[src/rtl/alu_core_if.sv]
// alu_core_if: request/response bundle for alu_core.
//   master (driver side): start_i, op_i, a_i, b_i, out_en_i  ->  DUT
//   slave  (alu_core)   : bus_o, busy_o, done_o, c_o, z_o, n_o, v_o  ->  driver
// Signal names keep the _i/_o suffix from the core's point of view.
interface alu_core_if #(
  parameter int unsigned WIDTH = 8
) ();
  logic             start_i;
  logic [2:0]       op_i;
  logic [WIDTH-1:0] a_i;
  logic [WIDTH-1:0] b_i;
  logic             out_en_i;
  logic [WIDTH-1:0] bus_o;
  logic             busy_o;
  logic             done_o;
  logic             c_o;
  logic             z_o;
  logic             n_o;
  logic             v_o;

  modport master (
    output start_i, op_i, a_i, b_i, out_en_i,
    input  bus_o, busy_o, done_o, c_o, z_o, n_o, v_o
  );

  modport slave (
    input  start_i, op_i, a_i, b_i, out_en_i,
    output bus_o, busy_o, done_o, c_o, z_o, n_o, v_o
  );
endinterface

[src/rtl/alu_core.sv]
// alu_core: small ALU with single-cycle logic/arithmetic ops and a multi-cycle
// unsigned shift-add multiplier.
//   clk_i  : clock, all state changes on rising edge
//   rst_i  : synchronous, active-high reset
//   alu_io : alu_core_if.slave
//     start_i/op_i/a_i/b_i : request, sampled only while busy_o=0
//     out_en_i             : gates result onto bus_o (combinational)
//     bus_o                : result when out_en_i=1, else zero
//     busy_o               : high while a MUL is in progress
//     done_o               : one-cycle pulse when result/flags update
//     c_o/z_o/n_o/v_o      : registered carry/zero/negative/overflow flags
// Opcodes: 000 ADD, 001 SUB, 010 AND, 011 OR, 100 XOR, 101 CMP, 110 MUL, 111 NOTA.
module alu_core #(
  parameter int unsigned WIDTH = 8
) (
  input  logic        clk_i,
  input  logic        rst_i,
  alu_core_if.slave   alu_io
);

  localparam int unsigned Msb  = WIDTH - 1;
  localparam int unsigned CntW = $clog2(WIDTH);

  localparam logic [2:0] OpAdd  = 3'b000;
  localparam logic [2:0] OpSub  = 3'b001;
  localparam logic [2:0] OpAnd  = 3'b010;
  localparam logic [2:0] OpOr   = 3'b011;
  localparam logic [2:0] OpXor  = 3'b100;
  localparam logic [2:0] OpCmp  = 3'b101;
  localparam logic [2:0] OpMul  = 3'b110;
  localparam logic [2:0] OpNota = 3'b111;

  typedef enum logic [0:0] {StIdle, StMul} state_e;

  state_e             state_q;
  logic [WIDTH-1:0]   result_q;
  logic               c_q, z_q, n_q, v_q;
  logic               busy_q, done_q;
  logic [2*WIDTH-1:0] acc_q;     // product accumulator
  logic [2*WIDTH-1:0] mcand_q;   // multiplicand, shifted left each step
  logic [WIDTH-1:0]   mplier_q;  // multiplier, shifted right each step
  logic [CntW-1:0]    cnt_q;

  // Single-cycle ALU datapath
  logic [WIDTH:0]     sum_ext, diff_ext;
  logic [WIDTH-1:0]   alu_res;   // value written to result_q
  logic [WIDTH-1:0]   flag_src;  // value Z/N are derived from (differs for CMP)
  logic               alu_c, alu_v;

  always_comb begin
    sum_ext  = {1'b0, alu_io.a_i} + {1'b0, alu_io.b_i};
    // Top bit of the extended difference is the borrow (a < b unsigned).
    diff_ext = {1'b0, alu_io.a_i} - {1'b0, alu_io.b_i};
    alu_res  = result_q;
    flag_src = result_q;
    alu_c    = 1'b0;
    alu_v    = 1'b0;
    unique case (alu_io.op_i)
      OpAdd: begin
        alu_res  = sum_ext[WIDTH-1:0];
        flag_src = sum_ext[WIDTH-1:0];
        alu_c    = sum_ext[WIDTH];
        alu_v    = (alu_io.a_i[Msb] == alu_io.b_i[Msb]) &&
                   (sum_ext[Msb] != alu_io.a_i[Msb]);
      end
      OpSub, OpCmp: begin
        // CMP keeps result_q (default) and only takes the flags.
        if (alu_io.op_i == OpSub) alu_res = diff_ext[WIDTH-1:0];
        flag_src = diff_ext[WIDTH-1:0];
        alu_c    = diff_ext[WIDTH];
        alu_v    = (alu_io.a_i[Msb] != alu_io.b_i[Msb]) &&
                   (diff_ext[Msb] != alu_io.a_i[Msb]);
      end
      OpAnd: begin
        alu_res  = alu_io.a_i & alu_io.b_i;
        flag_src = alu_res;
      end
      OpOr: begin
        alu_res  = alu_io.a_i | alu_io.b_i;
        flag_src = alu_res;
      end
      OpXor: begin
        alu_res  = alu_io.a_i ^ alu_io.b_i;
        flag_src = alu_res;
      end
      OpNota: begin
        alu_res  = ~alu_io.a_i;
        flag_src = alu_res;
      end
      OpMul: begin
        // Handled by the multi-cycle path; defaults are unused.
      end
      default: begin
      end
    endcase
  end

  // Multiplier step: add the shifted multiplicand when the current bit is set.
  logic [2*WIDTH-1:0] acc_next;
  logic [WIDTH-1:0]   prod_lo, prod_hi;

  always_comb begin
    acc_next = acc_q + (mplier_q[0] ? mcand_q : '0);
    prod_lo  = acc_next[WIDTH-1:0];
    prod_hi  = acc_next[2*WIDTH-1:WIDTH];
  end

  always_ff @(posedge clk_i) begin
    if (rst_i) begin
      state_q  <= StIdle;
      result_q <= '0;
      c_q      <= 1'b0;
      z_q      <= 1'b0;
      n_q      <= 1'b0;
      v_q      <= 1'b0;
      busy_q   <= 1'b0;
      done_q   <= 1'b0;
      acc_q    <= '0;
      mcand_q  <= '0;
      mplier_q <= '0;
      cnt_q    <= '0;
    end else begin
      done_q <= 1'b0;
      unique case (state_q)
        StIdle: begin
          if (alu_io.start_i) begin
            if (alu_io.op_i == OpMul) begin
              mcand_q  <= {{WIDTH{1'b0}}, alu_io.a_i};
              mplier_q <= alu_io.b_i;
              acc_q    <= '0;
              cnt_q    <= '0;
              busy_q   <= 1'b1;
              state_q  <= StMul;
            end else begin
              result_q <= alu_res;
              c_q      <= alu_c;
              v_q      <= alu_v;
              z_q      <= (flag_src == '0);
              n_q      <= flag_src[Msb];
              done_q   <= 1'b1;
            end
          end
        end
        StMul: begin
          acc_q    <= acc_next;
          mcand_q  <= mcand_q << 1;
          mplier_q <= mplier_q >> 1;
          cnt_q    <= cnt_q + CntW'(1);
          if (cnt_q == CntW'(WIDTH - 1)) begin
            // Last multiplier bit: commit the truncated product this edge.
            result_q <= prod_lo;
            c_q      <= |prod_hi;
            v_q      <= |prod_hi;
            z_q      <= (prod_lo == '0);
            n_q      <= prod_lo[Msb];
            busy_q   <= 1'b0;
            done_q   <= 1'b1;
            state_q  <= StIdle;
          end
        end
        default: state_q <= StIdle;
      endcase
    end
  end

  assign alu_io.bus_o  = alu_io.out_en_i ? result_q : '0;
  assign alu_io.busy_o = busy_q;
  assign alu_io.done_o = done_q;
  assign alu_io.c_o    = c_q;
  assign alu_io.z_o    = z_q;
  assign alu_io.n_o    = n_q;
  assign alu_io.v_o    = v_q;

endmodule
[src/flat_wrapper.sv]
// flat-port wrapper written by rule: the top's interface ports become plain ports
module alu_core_flat 
#(
  parameter int unsigned WIDTH = 8
)
  (clk_i, rst_i, alu_io_start_i, alu_io_op_i, alu_io_a_i, alu_io_b_i, alu_io_out_en_i, alu_io_bus_o, alu_io_busy_o, alu_io_done_o, alu_io_c_o, alu_io_z_o, alu_io_n_o, alu_io_v_o);
  alu_core_if #(.WIDTH(WIDTH)) alu_io_i ();
  input  logic clk_i;
  input  logic rst_i;
  input wire logic [$bits(alu_io_i.start_i)-1:0] alu_io_start_i;
  input wire logic [$bits(alu_io_i.op_i)-1:0] alu_io_op_i;
  input wire logic [$bits(alu_io_i.a_i)-1:0] alu_io_a_i;
  input wire logic [$bits(alu_io_i.b_i)-1:0] alu_io_b_i;
  input wire logic [$bits(alu_io_i.out_en_i)-1:0] alu_io_out_en_i;
  output wire logic [$bits(alu_io_i.bus_o)-1:0] alu_io_bus_o;
  output wire logic [$bits(alu_io_i.busy_o)-1:0] alu_io_busy_o;
  output wire logic [$bits(alu_io_i.done_o)-1:0] alu_io_done_o;
  output wire logic [$bits(alu_io_i.c_o)-1:0] alu_io_c_o;
  output wire logic [$bits(alu_io_i.z_o)-1:0] alu_io_z_o;
  output wire logic [$bits(alu_io_i.n_o)-1:0] alu_io_n_o;
  output wire logic [$bits(alu_io_i.v_o)-1:0] alu_io_v_o;
  assign alu_io_i.start_i = alu_io_start_i;
  assign alu_io_i.op_i = alu_io_op_i;
  assign alu_io_i.a_i = alu_io_a_i;
  assign alu_io_i.b_i = alu_io_b_i;
  assign alu_io_i.out_en_i = alu_io_out_en_i;
  assign alu_io_bus_o = alu_io_i.bus_o;
  assign alu_io_busy_o = alu_io_i.busy_o;
  assign alu_io_done_o = alu_io_i.done_o;
  assign alu_io_c_o = alu_io_i.c_o;
  assign alu_io_z_o = alu_io_i.z_o;
  assign alu_io_n_o = alu_io_i.n_o;
  assign alu_io_v_o = alu_io_i.v_o;
  alu_core #(.WIDTH(WIDTH)) u_core (.clk_i(clk_i), .rst_i(rst_i), .alu_io(alu_io_i));
endmodule
[config.mk]
export PLATFORM = sky130hd
export DESIGN_NAME = alu_core_flat
export DESIGN_NICKNAME = d
export VERILOG_FILES = /design/src/rtl/alu_core_if.sv /design/src/rtl/alu_core.sv /design/src/flat_wrapper.sv
export SDC_FILE = /design/constraint.sdc
export NUM_CORES = 1
export LEC_CHECK = 0
export ABC_AREA = 1
export CORE_UTILIZATION = 42
export CTS_BUF_LIST = sky130_fd_sc_hd__clkbuf_4 sky130_fd_sc_hd__clkbuf_8
export CTS_CLUSTER_SIZE = 12
export DETAILED_ROUTE_END_ITERATION = 8
export PLACE_DENSITY_LB_ADDON = 0.2
export REMOVE_ABC_BUFFERS = 1
export SYNTH_ARGS = -nofsm -noshare
export SYNTH_HDL_FRONTEND = slang
export SYNTH_SLANG_ARGS = --single-unit
[constraint.sdc]
create_clock -name clk_i -period 2 [get_ports clk_i]
set_input_delay 0.4 -clock clk_i [delete_from_list [all_inputs] [get_ports clk_i]]
set_output_delay 0.4 -clock clk_i [all_outputs]
set_load 0.05 [all_outputs]
==> reports/qor.csv, run 1 <==
stage;metric;value;unit
status;outcome;finished, violations left;
status;failing checks;setup timing;
hold_path;worst min-delay path category;reg -> reg;
layout;Clock-cell share;2.50;%
sta;Slew HR;61.8;%
sta;hold slack;471;ps
detailed_routing;routed len/inst;16.0;um
sta;RSZ-0062 raised after global routing;yes;
global_route;met3 usage;4.12;%
synthesis;async set-reset flop share out of synthesis;0;%
power;Biggest consumer;sequential cells;
hold_path;hold path start;u_core.cnt_q[1];
layout;registers with the most flip-flops;u_core.acc_q: 16 flops, u_core.mcand_q: 16 flops;
global_route;first-pass GRT wire length;26100;um
synthesis;Post-Syn Area;4670;um2
place;IO Port Bufs;36;
detailed_routing;total number of vias;5643;
layout;most frequent logic cell in the layout;nand2_1;
synthesis;YS warnings;0;
layout;Seq. cell area;1160;um2
flow_run;max-cap violations;0;
sta;endpoints failing setup;15;
layout;Top Layout Cells;nand2_1 (187), buf_4 (159), inv_1 (57), dfxtp_1 (56), nor2_1 (50);
clock_network;clock root cell;clkbuf_8;
clock_network;total CTS buffers;9;
clock_network;TritonCTS clock tree;done;
critical_path;critical path depth;16;
sta;Final TNS setup;-1470;ps
critical_path;Crit path max-delay family;simple AND/OR/NAND/NOR gates;
global_route;largest net degree at the start of global routing;44;
synthesis;Adder Area Share;12.3;%
synthesis;Synth Seq Share;24.9;%
die;Boundary Pins;37;
layout;buffer share of cell area;24.0;%
critical_path;CP Max Fanout;4;
synthesis;yosys cell count;747;
detailed_routing;Vias per Instance;5.22;
layout;layout cells sized above 1;39.4;%
power;Peak VDD IR;0.560;mV
detailed_routing;highest metal used;met4;
clock_network;htree depth;3;
synthesis;Post-Synth Simple-Gate Area;33.7;%
power;Logic power comb;0.00108;W
detailed_routing;Routed met3 length;732;um
clock_network;CTS Buffer Depth;2;
global_route;initial antenna violation count;0;
global_route;GRT Residual Overflow;0;
clock_network;post-CTS sizing;118;
detailed_routing;residual DRC count;0;
critical_path;Worst EP required;2240;ps
power;clock share of power;30.9;%
synthesis;Post-synth EDFFs;0;
sta;fin crit period;2250;ps
power;Comb pwr share;32.5;%
place;pre-CTS setup slack;-715;ps
power;sequential power;0.00122;W
global_route;GR peak layer;met2;
layout;Leading cell kind;combinational gates;
power;Seq pwr share;36.7;%
critical_path;R2R setup slack;-250;ps
clock_network;insertion delay at the late pin of the worst-skew pair;350;ps
layout;Non-Clock Buffer Count;205;
sta;clk_skew;8.68;ps
power;Clk. pwr;0.00102;W
die;Die Wd;107;um
synthesis;mux share;0;%
critical_path;worst setup path end;u_core.alu_io.c_o;
sta;final worst slack;-249;ps
detailed_routing;met2 wire length;8220;um
critical_path;FF-to-FF End;u_core.alu_io.c_o;
power;sw frac;33.7;%
critical_path;Register-to-Register Path Depth;16;
place;Detailed Place HPWL;12500;um
layout;Non-clk invs;98;
synthesis;Cell variety after synth;39;
sta;Tightest Pin Transition;572;ps
die;fp util;43.1;%
power;Cell Int Power;0.00220;W
die;Die Y;107;um
global_route;M2 GR Usage;47.9;%
layout;logic area;3730;um2
-- run 1: synth_stat cells (6+ instances only) --
cell / instances / area share (%)
clkbuf_1: 13 / 1.0
nor2_1: 58 / 4.7
o21ai_0: 19 / 2.0
buf_2: 11 / 1.2
a21oi_1: 66 / 7.1
o21ai_1: 19 / 2.0
nand2_1: 218 / 18
nand4_1: 7 / 0.94
a22oi_1: 6 / 0.96
nand3_1: 61 / 6.5
inv_1: 84 / 6.7
ha_1: 41 / 11
inv_2: 13 / 1.0
a31oi_1: 16 / 2.1
xor2_1: 9 / 1.7
dfxtp_1: 58 / 25
-- run 1: metrics by stage --
stage	total power [W]	cell area, um2
6_report	0.00331	7400
2_1_floorplan	0.00169	4560
4_1_cts	0.00329	7080
3_3_place_gp	0.00220	6410
3_5_place_dp	0.00220	6410
5_1_grt	0.00347	7400
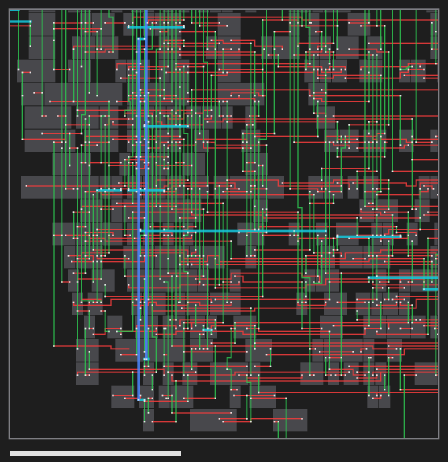
**Above:** run 1 (a small window of the routed layout).
Bar = 20 um. Window x 2 to 52, y 2 to 52 um. Cells in gray, sequential cells in the stronger gray; small squares are vias.
metal 3 -> cyan
metal 1 -> red
metal 2 -> green
metal 4 -> blue
sequential cells in the window = 0
most frequent = nand2_1 (40), buf_4 (37), nand3_1 (21)
cells with their middle in the window = 196

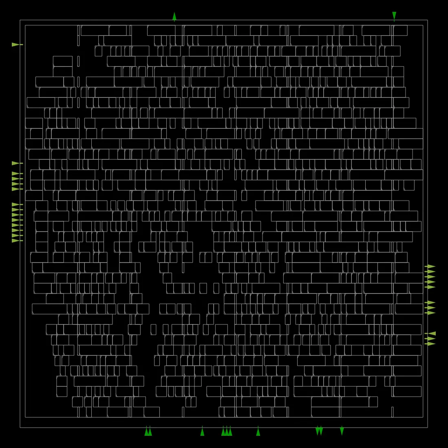
**Above:** run 1 (cell placement).
Fillers: 921
Non-Filler Instances: 1082
flop share of the area: 15.7%
Flop Count: 58
row count: 38

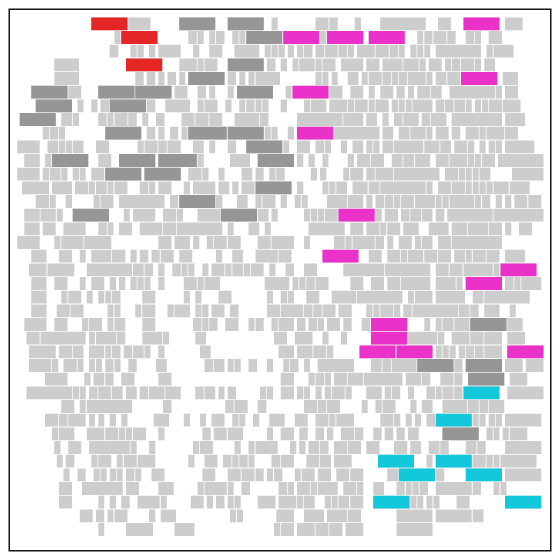
**Above:** run 1 (where the registers sit).
Other sequential cells in the stronger gray, the rest of the logic in the fainter gray.
u_core.result_q -> cyan  # sequential cells 8, where south-east
u_core.acc_q -> magenta  # sequential cells 16
u_core.cnt_q -> red  # sequential cells 3
not colored = 31

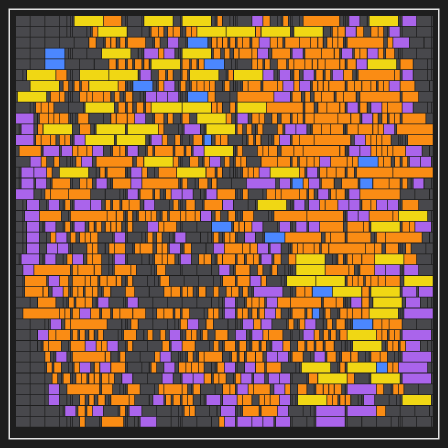
**Above:** run 1 (placed cells, one color a class).
Fill, decap, tap and diode cells in gray.
combinational and other logic -> orange  # cells 663, share of their area 57%
other buffers and delay cells -> purple  # cells 205, share of their area 25%
flops -> yellow  # cells 58, share of their area 16%
clock drivers and dummy loads -> blue  # cells 16, share of their area 2.6%

**Run 1: wire density map**

Bar = 20 um. 21 x 21 tiles, from black (low) to pale yellow (high), scaled to the fullest tile. Values are wire area over tile area, all layers added.
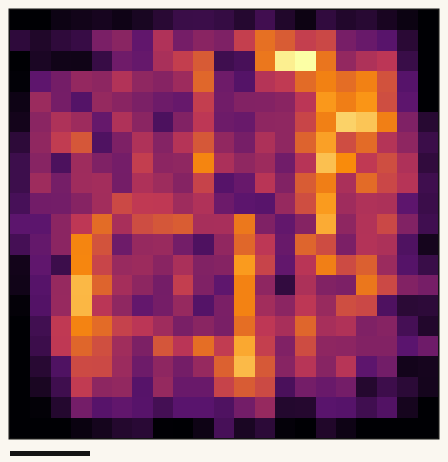

==> run 2, diff against run 1 <==
--- a/config.mk
+++ b/config.mk
@@ -10,6 +10,7 @@
 export CTS_BUF_LIST = sky130_fd_sc_hd__clkbuf_4 sky130_fd_sc_hd__clkbuf_8
 export CTS_CLUSTER_SIZE = 12
 export DETAILED_ROUTE_END_ITERATION = 8
+export DONT_BUFFER_PORTS = 1
 export PLACE_DENSITY_LB_ADDON = 0.2
 export REMOVE_ABC_BUFFERS = 1
 export SYNTH_ARGS = -nofsm -noshare
==> constraint.sdc (replaced) <==
create_clock -name clk_i -period 2.8 [get_ports clk_i]
set_input_delay 0.56 -clock clk_i [delete_from_list [all_inputs] [get_ports clk_i]]
set_output_delay 0.56 -clock clk_i [all_outputs]
set_load 0.05 [all_outputs]
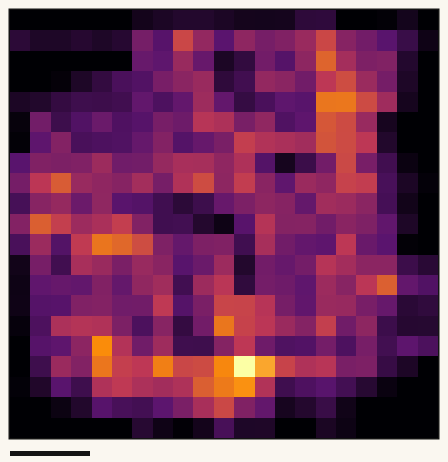
**Above:** run 2 (wire density map).
Bar = 20 um. 21 x 21 tiles, from black (low) to pale yellow (high), scaled to the fullest tile. Values are wire area over tile area, all layers added.
nearly empty tiles = 14%
tiles over half the peak = 11%
emptiest ninth of the die = north-west

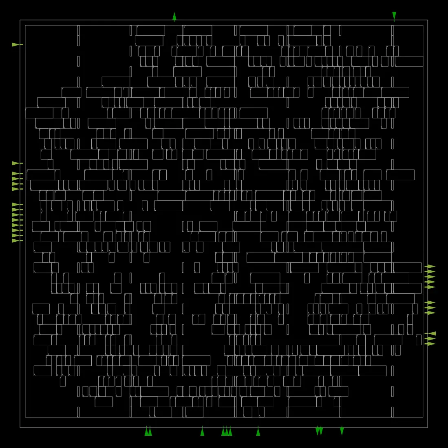
**Above:** run 2 (cell placement).
flop share of the area: 23.4%
Non-Filler Instances: 880
tap cells: 140

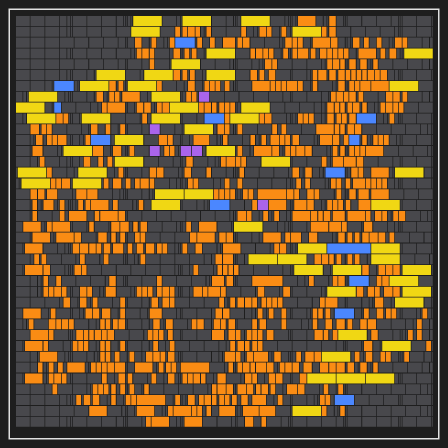
**Above:** run 2 (placed cells, one color a class).
Fill, decap, tap and diode cells in gray.
clock drivers and dummy loads -> blue  # cells 13, share of their area 3.8%
combinational and other logic -> orange  # cells 663, share of their area 71%
flops -> yellow  # cells 58, share of their area 24%
other buffers and delay cells -> purple  # cells 6, share of their area 0.94%

==> run 2 against run 1 <==
Effect of this change:
- the run now ends clean
- largest power group unchanged
- register-to-register slack better by 520 ps
- sequential power is 27% lower
- die size stayed put
- clock skew is 2.1 ps higher
- non-clock buffer count is 199 lower
- wire length is 20% lower
- utilization is 23 points lower
==> reports/qor.csv, run 2 <==
stage;metric;value;unit;change
sta;RSZ-0062 raised after global routing;no;;
critical_path;critical path depth;16;;unchanged
global_route;met1 Use GR;35.5;%;
synthesis;top cell type's share of synthesized area;24.9;%;unchanged
synthesis;yosys cell count;747;;unchanged
critical_path;Register-to-Register Path Depth;16;;unchanged
clock_network;TritonCTS clock tree;done;;
synthesis;async set-reset flop share out of synthesis;0;%;unchanged
clock_network;insertion delay at the late pin of the worst-skew pair;350;ps;about the same
sta;Final Hold Vio Count;0;;
sta;Final TNS setup;0;ps;+1470 ps
global_route;GRT Residual Overflow;0;;unchanged
sta;endpoints failing setup;0;;-15
die;fp util;43.1;%;unchanged
synthesis;YS warnings;0;;unchanged
synthesis;Synth Seq Share;24.9;%;unchanged
synthesis;area leader, netlist;dfxtp_1;;
critical_path;Cell Chain, Critical Path;nand2_1, inv_1, ha_1, fa_1, nand3_1, nand2_1, a21oi_1, inv_1, nand2_1, nand3b_1, nand2_1, nand2_1, nor2_1, nand2_1, nand2_1, a21oi_1;;
die;Boundary Pins;37;;unchanged
synthesis;most common library cells after synthesis;nand2_1 (218), inv_1 (84), a21oi_1 (66);;
layout;most frequent logic cell in the layout;nand2_1;;
synthesis;Cell variety after synth;39;;unchanged
global_route;met3 usage;5.87;%;+1.8 points
sta;Slew HR;64.1;%;+2.3 points
sta;hold slack;273;ps;-198 ps
synthesis;Synth top cell by count;nand2_1;;
critical_path;startpoint types;flop;;
sta;Tightest Pin Transition;537;ps;-35.2 ps
detailed_routing;total number of vias;4736;;-16%
global_route;GR peak layer;met2;;
sta;final worst slack;275;ps;+523 ps
critical_path;FF-to-FF Start;u_core.mcand_q[0];;
clock_network;htree depth;3;;unchanged
critical_path;cell mode on critical path;nand2_1;;
critical_path;Crit path max-delay family;simple AND/OR/NAND/NOR gates;;
place;IO Port Bufs;0;;-100%
detailed_routing;Routed met3 length;935;um;+28%
clock_network;clock root cell;clkbuf_8;;
layout;nets;805;;
layout;registers with the most flip-flops;u_core.acc_q: 16 flops, u_core.mcand_q: 16 flops;;
detailed_routing;highest metal used;met4;;
sta;fin crit period;2530;ps;+277 ps
power;Peak VDD IR;0.295;mV;-47%
layout;Final Cell Area;4960;um2;-33%
clock_network;total CTS buffers;9;;unchanged
clock_network;CTS Buffer Depth;2;;unchanged
critical_path;worst setup path end;u_core.alu_io.v_o;;
die;row count;38;;unchanged
global_route;largest net degree at the start of global routing;45;;+2.3%
critical_path;CP peak stage delay;450;ps;
clock_network;post-CTS sizing;0;;-100%
hold_path;worst min-delay path category;in -> reg;;
layout;area grow syn2layout;6.11;%;
synthesis;Post-Syn Area;4670;um2;unchanged
detailed_routing;residual DRC count;0;;unchanged
synthesis;Post-synth EDFFs;0;;unchanged
detailed_routing;routed len/inst;15.7;um;-1.8%
layout;Top Layout Cells;nand2_1 (218), inv_1 (84), a21oi_1 (66), nand3_1 (61);;
critical_path;Worst EP required;3040;ps;+800 ps
hold_path;hold path start;rst_i;;
place;pre-CTS setup slack;325;ps;+1040 ps
status;outcome;complete, no violations;;
synthesis;Synth area leaders;dfxtp_1 (25%), nand2_1 (18%), ha_1 (11%);;
critical_path;CP Max Fanout;3;;-1
flow_run;max-cap violations;0;;unchanged
critical_path;FF-to-FF End;u_core.alu_io.v_o;;
global_route;initial antenna violation count;0;;unchanged
global_route;GRT Util Overall;25.4;%;
layout;layout cells sized above 1;6.62;%;-33 points
place;placed cell area;4780;um2;-25%
detailed_routing;met2 wire length;5930;um;-28%
die;Die Y;107;um;unchanged
sta;clk_skew;10.8;ps;+2.09 ps
critical_path;R2R setup slack;270;ps;+520 ps
global_route;M2 GR Usage;39.0;%;-8.9 points
die;core area;10800;um2;
place;Detailed Place HPWL;10800;um;-14%
global_route;first-pass GRT wire length;22400;um;-14%
die;Die Wd;107;um;unchanged
run 2: logic make-up after synthesis:
logic type	Yosys count	synth area share [%]
buffers and inverters	124	10.3
adders and majority gates	44	12.3
DFF	58	24.9
xor gates and xnor gates	11	2.06
and+or+nand+nor	370	33.7
AOI/OAI and AO/OA	140	16.8
run 2: final cells by class:
type / instances / area [um2]
clock buffers: 10 / 138
clock inverters: 3 / 42.5
fillers: 1177 / 5880
inverters: 98 / 368
multi-input cells: 565 / 3030
flip-flops and latches: 58 / 1160
well taps: 140 / 175
repair buffers: 6 / 45.0
run 2: report_power, final:
group          internal (W)  switching (W)  leakage [nW]  total [W]
clock network      0.000418       0.000331        0.0901   0.000749
registers          0.000851      0.0000425         0.471   0.000893
logic              0.000124       0.000283          1.94   0.000407
total               0.00139       0.000657          2.50    0.00205
**Run 2: where the registers sit**

Other sequential cells in the stronger gray, the rest of the logic in the fainter gray.
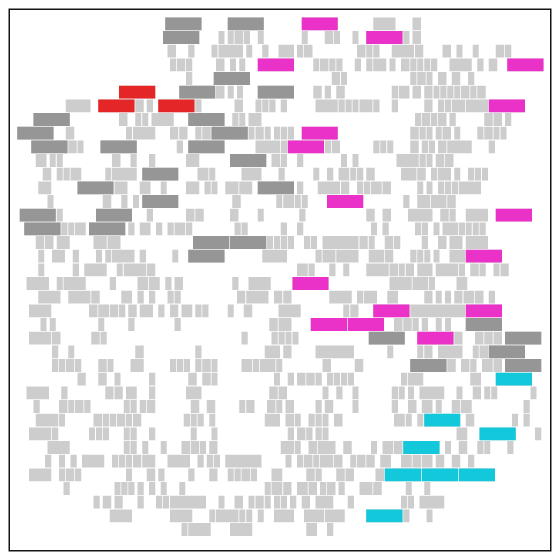

==> run 3, diff against run 2 <==
--- a/config.mk
+++ b/config.mk
@@ -6,11 +6,13 @@
 export NUM_CORES = 1
 export LEC_CHECK = 0
 export ABC_AREA = 1
-export CORE_UTILIZATION = 42
+export CAP_MARGIN = 20
+export CORE_UTILIZATION = 60
 export CTS_BUF_LIST = sky130_fd_sc_hd__clkbuf_4 sky130_fd_sc_hd__clkbuf_8
 export CTS_CLUSTER_SIZE = 12
 export DETAILED_ROUTE_END_ITERATION = 8
 export DONT_BUFFER_PORTS = 1
+export GPL_TIMING_DRIVEN = 0
 export PLACE_DENSITY_LB_ADDON = 0.2
 export REMOVE_ABC_BUFFERS = 1
 export SYNTH_ARGS = -nofsm -noshare
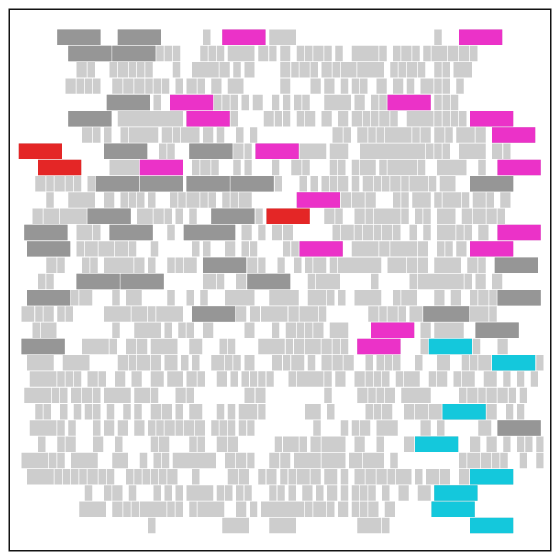
**Above:** run 3 (where the registers sit).
Other sequential cells in the stronger gray, the rest of the logic in the fainter gray.
Seq. cell area: 1170 um2
Final Util: 66.2%
flop share of the area: 23.8%

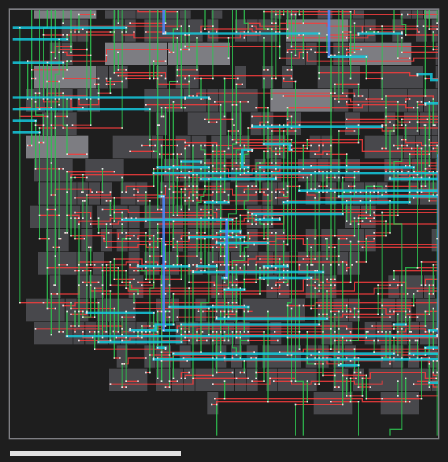
**Above:** run 3 (a small window of the routed layout).
Bar = 20 um. Window x 0 to 50, y 0 to 50 um. Cells in gray, sequential cells in the stronger gray; small squares are vias.
metal 1 -> red
metal 2 -> green
metal 4 -> blue
metal 3 -> cyan
most frequent = nand2_1 (66), inv_1 (39), nand3_1 (28)
netlist names of flops here include = u_core.mplier_q (5), u_core.mcand_q (2)
cells with their middle in the window = 240
sequential cells in the window = 7

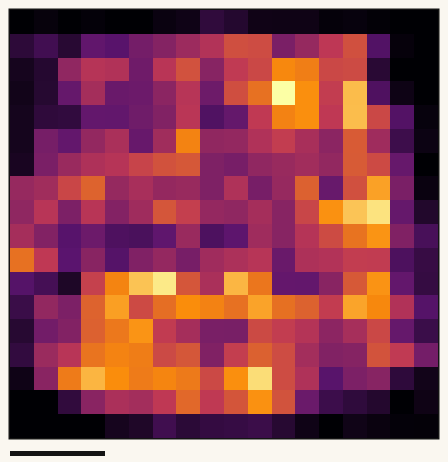
**Above:** run 3 (wire density map).
Bar = 20 um. 18 x 18 tiles, from black (low) to pale yellow (high), scaled to the fullest tile. Values are wire area over tile area, all layers added.
fullest tile = 0.68
densest ninth of the die = south
emptiest ninth of the die = north-west
nearly empty tiles = 8.0%
tiles over half the peak = 32%
mean over tiles = 0.26

==> run 3 against run 2 <==
Effect of this change:
- first-iteration DRC count increased by 30%
- sequential share of layout area grew 0.34 points
- die size shrank 29%
- combinational power fell by 4%
- sequential power rose by 0.6%
- worst hold slack lost 4.0 ps
- utilization increased by 21 points
- sequential cell count stayed put
- cell area shrank 1.0%
- synthesized area is the same
- largest power group unchanged
==> reports/qor.csv, run 3 <==
stage;metric;value;unit;change
status;outcome;complete, no violations;;
sta;Final Hold Vio Count;0;;unchanged
global_route;M2 GR Usage;49.6;%;+11 points
sta;clk_skew;14.0;ps;+3.22 ps
critical_path;startpoint types;flop;;
global_route;GRT Util Overall;32.2;%;+6.8 points
synthesis;Cell variety after synth;39;;unchanged
clock_network;TritonCTS clock tree;done;;
synthesis;Synth area leaders;dfxtp_1 (25%), nand2_1 (18%), ha_1 (11%);;
layout;Top Layout Cells;nand2_1 (218), inv_1 (84), a21oi_1 (65), nand3_1 (61), nor2_1 (58);;
detailed_routing;highest metal used;met4;;
sta;fin crit period;2650;ps;+123 ps
layout;Multi-input comb cells;565;;unchanged
sta;Final TNS setup;0;ps;unchanged
clock_network;CTS Buffer Depth;2;;unchanged
critical_path;FF-to-FF Start;u_core.mplier_q[0];;
critical_path;worst setup path end;u_core.alu_io.c_o;;
synthesis;async set-reset flop share out of synthesis;0;%;unchanged
global_route;largest net degree at the start of global routing;45;;unchanged
detailed_routing;routed len/inst;15.1;um;-3.4%
layout;nets;799;;-0.75%
critical_path;Worst EP required;3020;ps;-20 ps
die;Die Y;90.2;um;-16%
synthesis;Synth Seq Share;24.9;%;unchanged
die;row count;31;;-18%
synthesis;Post-synth EDFFs;0;;unchanged
layout;clk_buf instances;9;;-1
detailed_routing;total number of vias;4871;;+2.9%
hold_path;worst min-delay path category;in -> reg;;
detailed_routing;Routed met3 length;1170;um;+25%
global_route;GR peak layer;met2;;
sta;RSZ-0062 raised after global routing;no;;
flow_run;max-cap violations;0;;unchanged
global_route;GRT Residual Overflow;0;;unchanged
die;core area;7410;um2;-32%
layout;logic area;3030;um2;+0.12%
synthesis;top cell type's share of synthesized area;24.9;%;unchanged
die;Boundary Pins;37;;unchanged
synthesis;YS warnings;0;;unchanged
sta;endpoints failing setup;0;;unchanged
layout;Fillers;691;;-41%
layout;Leading cell kind;combinational gates;;
critical_path;FF-to-FF End;u_core.alu_io.c_o;;
layout;most frequent logic cell in the layout;nand2_1;;
[run 3: metrics by stage]
| step | area (um2) | hold WS, ps |
|---|---|---|
| 2_1_floorplan | 4560 | 433 |
| 3_3_place_gp | 4680 | 447 |
| 3_5_place_dp | 4680 | 450 |
| 4_1_cts | 4900 | 268 |
| 5_1_grt | 4910 | 258 |
| 6_report | 4910 | 269 |
[run 3: logic make-up (layout without fill, tap and decap cells)]
logic type,count (synthesis),count (layout),share of synthesized area [%]
compound gates,140,140,16.8
xor+xnor,11,11,2.06
fa+ha+maj,44,44,12.3
buf+inv,124,114,10.3
flops,58,58,24.9
simple gates,370,370,33.7
[run 3: where the power goes]
group / switching, W / internal, W / total [W]
Clock: 0.000366 / 0.000499 / 0.000865
Combinational: 0.000270 / 0.000120 / 0.000390
Sequential: 0.0000482 / 0.000850 / 0.000898
Power and IR drop assume default switching activity.
